**config.mk**
```make
export PLATFORM = sky130hd
export DESIGN_NAME = route_sequencer
export DESIGN_NICKNAME = d
export VERILOG_FILES = /design/src/rtl/route_pkg.sv /design/src/rtl/route_mem.sv /design/src/rtl/route_sequencer.sv
export SDC_FILE = /design/constraint.sdc
export NUM_CORES = 1
export LEC_CHECK = 0
export CAP_MARGIN = 0
export CELL_PAD_IN_SITES_DETAIL_PLACEMENT = 1
export CELL_PAD_IN_SITES_GLOBAL_PLACEMENT = 2
export CORE_MARGIN = 2
export CORE_UTILIZATION = 30
export DETAILED_ROUTE_END_ITERATION = 10
export GPL_TIMING_DRIVEN = 1
export PLACE_DENSITY_LB_ADDON = 0.1
export SLEW_MARGIN = 10
export SYNTH_ARGS = -nofsm -noshare
export SYNTH_HDL_FRONTEND = slang
export SYNTH_HIERARCHICAL = 1
export SYNTH_SLANG_ARGS = --single-unit
```
**constraint.sdc**
```tcl
create_clock -name sys_clk -period 5.8 [get_ports sys_clk]
set_input_delay 0.87 -clock sys_clk [delete_from_list [all_inputs] [get_ports sys_clk]]
set_output_delay 0.87 -clock sys_clk [all_outputs]
set_load 0.05 [all_outputs]
```
**src/rtl/route_pkg.sv**
```systemverilog
// Shared definitions for the route sequencer: FSM states, step codes,
// car_state codes and the car mode that enables sequencing.
package route_pkg;

    typedef enum logic [2:0] {
        IDLE,
        WAIT_XR,
        ISSUE,
        TRAVEL,
        DONE,
        FAULT
    } state_t;

    localparam logic [1:0] STEP_STRAIGHT = 2'b00;
    localparam logic [1:0] STEP_LEFT     = 2'b01;
    localparam logic [1:0] STEP_RIGHT    = 2'b10;
    localparam logic [1:0] STEP_BACK     = 2'b11;

    localparam logic [1:0] CAR_FORWARD   = 2'b00;
    localparam logic [1:0] CAR_CROSSROAD = 2'b01;
    localparam logic [1:0] CAR_TURNING   = 2'b10;
    localparam logic [1:0] CAR_COOLDOWN  = 2'b11;

    localparam logic [1:0] MODE_ENABLED  = 2'b10;

    // One-hot command vector ordered {back, right, left, straight}.
    function automatic logic [3:0] decode_step(input logic [1:0] code);
        logic [3:0] onehot;
        onehot = 4'b0000;
        case (code)
            STEP_STRAIGHT: onehot = 4'b0001;
            STEP_LEFT:     onehot = 4'b0010;
            STEP_RIGHT:    onehot = 4'b0100;
            STEP_BACK:     onehot = 4'b1000;
            default:       onehot = 4'b0000;
        endcase
        return onehot;
    endfunction

endpackage

```
**src/rtl/route_mem.sv**
```systemverilog
// DEPTH x 2-bit route step storage: one synchronous write port and one
// asynchronous read port. Contents are not reset.
module route_mem #(
    parameter int DEPTH = 8
) (
    input  logic       sys_clk,
    input  logic       we,
    input  logic [3:0] waddr,
    input  logic [1:0] wdata,
    input  logic [3:0] raddr,
    output logic [1:0] rdata
);

    logic [1:0] mem [DEPTH];

    always_ff @(posedge sys_clk) begin
        for (int i = 0; i < DEPTH; i++) begin
            if (we && (waddr == 4'(i))) begin
                mem[i] <= wdata;
            end
        end
    end

    // Addresses past the array read as zero instead of indexing out of range.
    always_comb begin
        rdata = 2'b00;
        for (int i = 0; i < DEPTH; i++) begin
            if (raddr == 4'(i)) begin
                rdata = mem[i];
            end
        end
    end

endmodule

```
**src/rtl/route_sequencer.sv**
```systemverilog
// Route sequencer: stores a list of turn steps and hands them one at a time
// to the driving FSM at each crossroad. Define ROUTE_LOOP_EN to replay forever.
module route_sequencer
    import route_pkg::*;
#(
    parameter int          DEPTH   = 8,
    parameter logic [31:0] TIMEOUT = 32'd100_000_000
) (
    input  logic       sys_clk,
    input  logic       rst,
    input  logic       power,
    input  logic [1:0] global_state,
    input  logic [1:0] car_state,
    input  logic       load_valid,
    input  logic [1:0] load_cmd,
    output logic       load_ready,
    input  logic       start,
    input  logic       clear,
    output logic       straight,
    output logic       left,
    output logic       right,
    output logic       back,
    output logic       busy,
    output logic       done,
    output logic       fault,
    output logic [3:0] count,
    output logic [3:0] step_idx
);

    state_t      state, next_state;
    logic [1:0]  cmd_reg;
    logic [1:0]  mem_rdata;
    logic [3:0]  cmd_out;
    logic [31:0] timer;
    logic        enable;
    logic        load_fire;

    assign enable     = power && (global_state == MODE_ENABLED);
    assign load_ready = (state == IDLE) && (count < 4'(DEPTH));
    assign load_fire  = load_valid && load_ready && !clear;

    route_mem #(.DEPTH(DEPTH)) u_mem (
        .sys_clk (sys_clk),
        .we      (load_fire),
        .waddr   (count),
        .wdata   (load_cmd),
        .raddr   (step_idx),
        .rdata   (mem_rdata)
    );

    always_comb begin
        next_state = state;
        if (clear) begin
            next_state = IDLE;
        end else if ((state != IDLE) && !enable) begin
            next_state = IDLE;
        end else begin
            case (state)
                IDLE:    if (start && (count != 4'd0) && enable) next_state = WAIT_XR;
                WAIT_XR: if (car_state == CAR_CROSSROAD) next_state = ISSUE;
                ISSUE: begin
                    if (car_state != CAR_CROSSROAD)      next_state = TRAVEL;
                    else if (timer == TIMEOUT - 32'd1)   next_state = FAULT;
                end
                TRAVEL: begin
                    if (car_state == CAR_FORWARD) begin
`ifdef ROUTE_LOOP_EN
                        next_state = WAIT_XR;
`else
                        next_state = (step_idx == count) ? DONE : WAIT_XR;
`endif
                    end
                end
                DONE:    if (start) next_state = WAIT_XR;
                FAULT:   next_state = FAULT;
                default: next_state = IDLE;
            endcase
        end
    end

    // Command outputs lag ISSUE entry by one cycle and drop on the edge that leaves ISSUE.
    always_ff @(posedge sys_clk) begin
        if (rst) begin
            state    <= IDLE;
            count    <= 4'd0;
            step_idx <= 4'd0;
            timer    <= 32'd0;
            cmd_reg  <= 2'b00;
            cmd_out  <= 4'b0000;
        end else begin
            state   <= next_state;
            cmd_out <= ((state == ISSUE) && (next_state == ISSUE)) ? decode_step(cmd_reg) : 4'b0000;
            timer   <= ((state == ISSUE) && (next_state == ISSUE)) ? timer + 32'd1 : 32'd0;

            if (clear)          count <= 4'd0;
            else if (load_fire) count <= count + 4'd1;

            if (next_state == IDLE)
                step_idx <= 4'd0;
            else if ((next_state == WAIT_XR) && ((state == IDLE) || (state == DONE)))
                step_idx <= 4'd0;
            else if ((state == TRAVEL) && (next_state == WAIT_XR) && (step_idx == count))
                step_idx <= 4'd0;
            else if ((state == ISSUE) && (next_state == TRAVEL))
                step_idx <= step_idx + 4'd1;

            if ((state == WAIT_XR) && (next_state == ISSUE))
                cmd_reg <= mem_rdata;
        end
    end

    assign {back, right, left, straight} = cmd_out;
    assign busy  = (state == WAIT_XR) || (state == ISSUE) || (state == TRAVEL);
    assign done  = (state == DONE);
    assign fault = (state == FAULT);

endmodule

```
Figure 1. Cell area per tile.
Bar = 20 um. 11 x 11 tiles, from white (low) to dark blue (high), 0 to 100% covered.
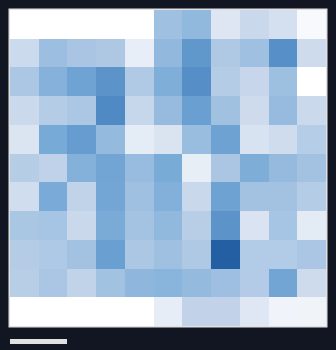
tiles over 75% full: 0.80%
fullest tile: 81%
nearly empty tiles: 9.1%
mean over tiles: 32%

Figure 2. Floorplan with the power grid.
Bar = 20 um. Pins as bars on the die edge. Tap cells in gray.
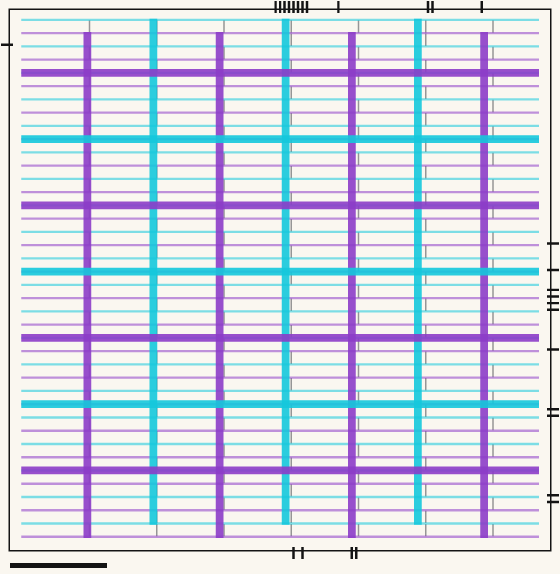
legend:
  purple:
    net: VSS
  cyan:
    net: VDD
rows: 39
met4 straps: 7

Figure 3. Nets reached from selected ports.
Bar = 20 um.
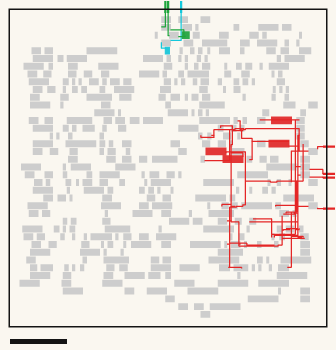
legend:
  cyan:
    port: done
    bits: 1
    direction: output
    edge: north
    end_cells: 1
    buffers: 1
    wire: 17.5 um
  red:
    port: step_idx
    bits: 4
    direction: output
    edge: east
    end_cells: 4
    buffers: 4
    wire: 557 um
  green:
    port: global_state
    bits: 2
    direction: input
    edge: north
    end_cells: 1
    buffers: 2
    wire: 25.4 um

Figure 4. Placed standard cells.
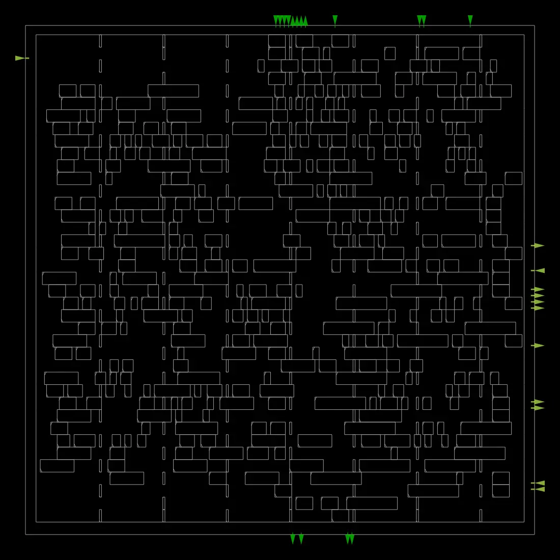
Layout Cells excl Fill: 519
flop count: 65
Core Util, Final: 36.36%

==> impl_metrics.csv <==
group,metric,value,unit
placed_design,dp_hpwl,5874,um
power,p_int,895.5,uW
global_routing,grt_max_degree,38,
drt,routed_via_density,4.988,
drt,drc_errors,0,
worst_setup_path,rrSetupSlack,3.07,ns
floorplan,pin_count,28,
worst_hold_path,hp-class,"reg2reg",
worst_setup_path,start_kind,"flip-flop",
synthesis,syn_area,0.003423,mm2
sta,setup_viol,0,
synthesis,postSynthSeqShare,42.69,%
synthesis,floorplan.nets,363,
final_layout,design_area,0.004099,mm2
sta,holdWs,0.5022,ns
placed_design,post_dp_cell_area,0.003764,mm2
final_layout,syn_to_final_growth,19.74,%
sta,slew_headroom,46.94,%
power,power.share.switching,19.60,%
drt,final_antenna_net_count,0,
global_routing,grt-ovfl-total,0,
final_layout,largestRegisters,"timer x32, u_mem/mem x16",
global_routing,grt_usage,14.76,%
drt,wl_per_cell,16.24,um
drt,drt_iter0_markers,105,
global_routing,antenna_found_initial,0,
placed_design,dp_cells,503,
worst_setup_path,crit_family,"buffers and inverters",
synthesis,ys_warn_count,6,
synthesis,yosysUniqueCellTypes,57,
final_layout,seq_share,35.65,%
placed_design,dp_slack,2.436,ns
sta,fin_crit_sh,53.98,%
sta,rsz0062_at_grt,"false",
final_layout,final-clk-cell-share,8.181,%
sta,fmax,319.4,MHz
final_layout,comb_cells,257,
power,p_sw,218.3,uW
worst_setup_path,required,4.93,ns
power,power.share.clock,55.4,%
drt,wirelength,8426,um
floorplan,nWellTaps,143,
floorplan,coreArea,0.01127,mm2
worst_setup_path,critPathArrivalTime,2.26,ns
worst_setup_path,worst_path_max_delay_cell,"clkdlybuf4s50_1",
worst_setup_path,cp_slowest_stage_delay,0.93,ns
synthesis,syn_inst,347,
placed_design,io_buffers,27,
worst_setup_path,path_cells,"nor4_1, clkdlybuf4s50_1",
power,pg_seq,468,uW
final_layout,n_all_inverters,10,
final_layout,fin_nets,387,
clock_network,cts.repair.resized,0,
global_routing,grt_pass1_vias,2755,
synthesis,edf_count,16,
final_layout,comb_area,0.001808,mm2
floorplan,die_w,110.8,um
job,tool_warnings,27,
outcome,outcome,"complete, no violations",
final_layout,layout-drive-gt1-share,15.16,%
final_layout,buffer_area_share,6.777,%
power,power.density,271.7,mW/mm2
final_layout,lay_top_count,"dfxtp_1",
power,seq_power_share,42.0,%
clock_network,clock_sinks,65,
final_layout,largest_class,"logic gates",
floorplan,chipHeight,110.8,um
clock_network,clk_pin_slew,0.06,ns
worst_setup_path,worst-path-max-fanout,11,
synthesis,syn_area_per_cell,9.865,um2
final_layout,sh_comb_area,44.11,%
power,leakagePower,1.252,nW
sta,worst_slack,2.669,ns
synthesis,netlist_top_cells_count,"49 x dfxtp_1, 34 x nor2_1, 31 x nor3_2, 22 x nand2_1, 19 x xnor2_1",
drt,first_pass_iters,4,
==> final timing paths <==
path / from / end / depth (start not counted)
max: state[0] / load_ready / 2
min: timer[0] / timer[0] / 1
max reg2reg: step_idx[0] / cmd_out[2] / 6
min reg2reg: timer[0] / timer[0] / 1
==> kinds of logic after synthesis <==
group / count (synthesis) / share of synthesized area [%]
muxes: 9 / 2.887
AOI/OAI and AO/OA: 36 / 7.639
and+or+nand+nor: 171 / 31.36
adders and majority gates: 4 / 1.462
DFF: 65 / 42.69
xor gates and xnor gates: 37 / 9.466
buffers and inverters: 25 / 4.496
==> routing by layer <==
metal / vias to the layer above / GRT usage [%] / part of all wire (%)
met5: - / 0 / 0
met4: 0 / 5.000 / 1.2
met3: 8 / 3.718 / 2.6
met2: 24 / 24.34 / 49
met1: 1258 / 18.87 / 47
li1: 1299 / - / -
Power and IR drop assume default switching activity.
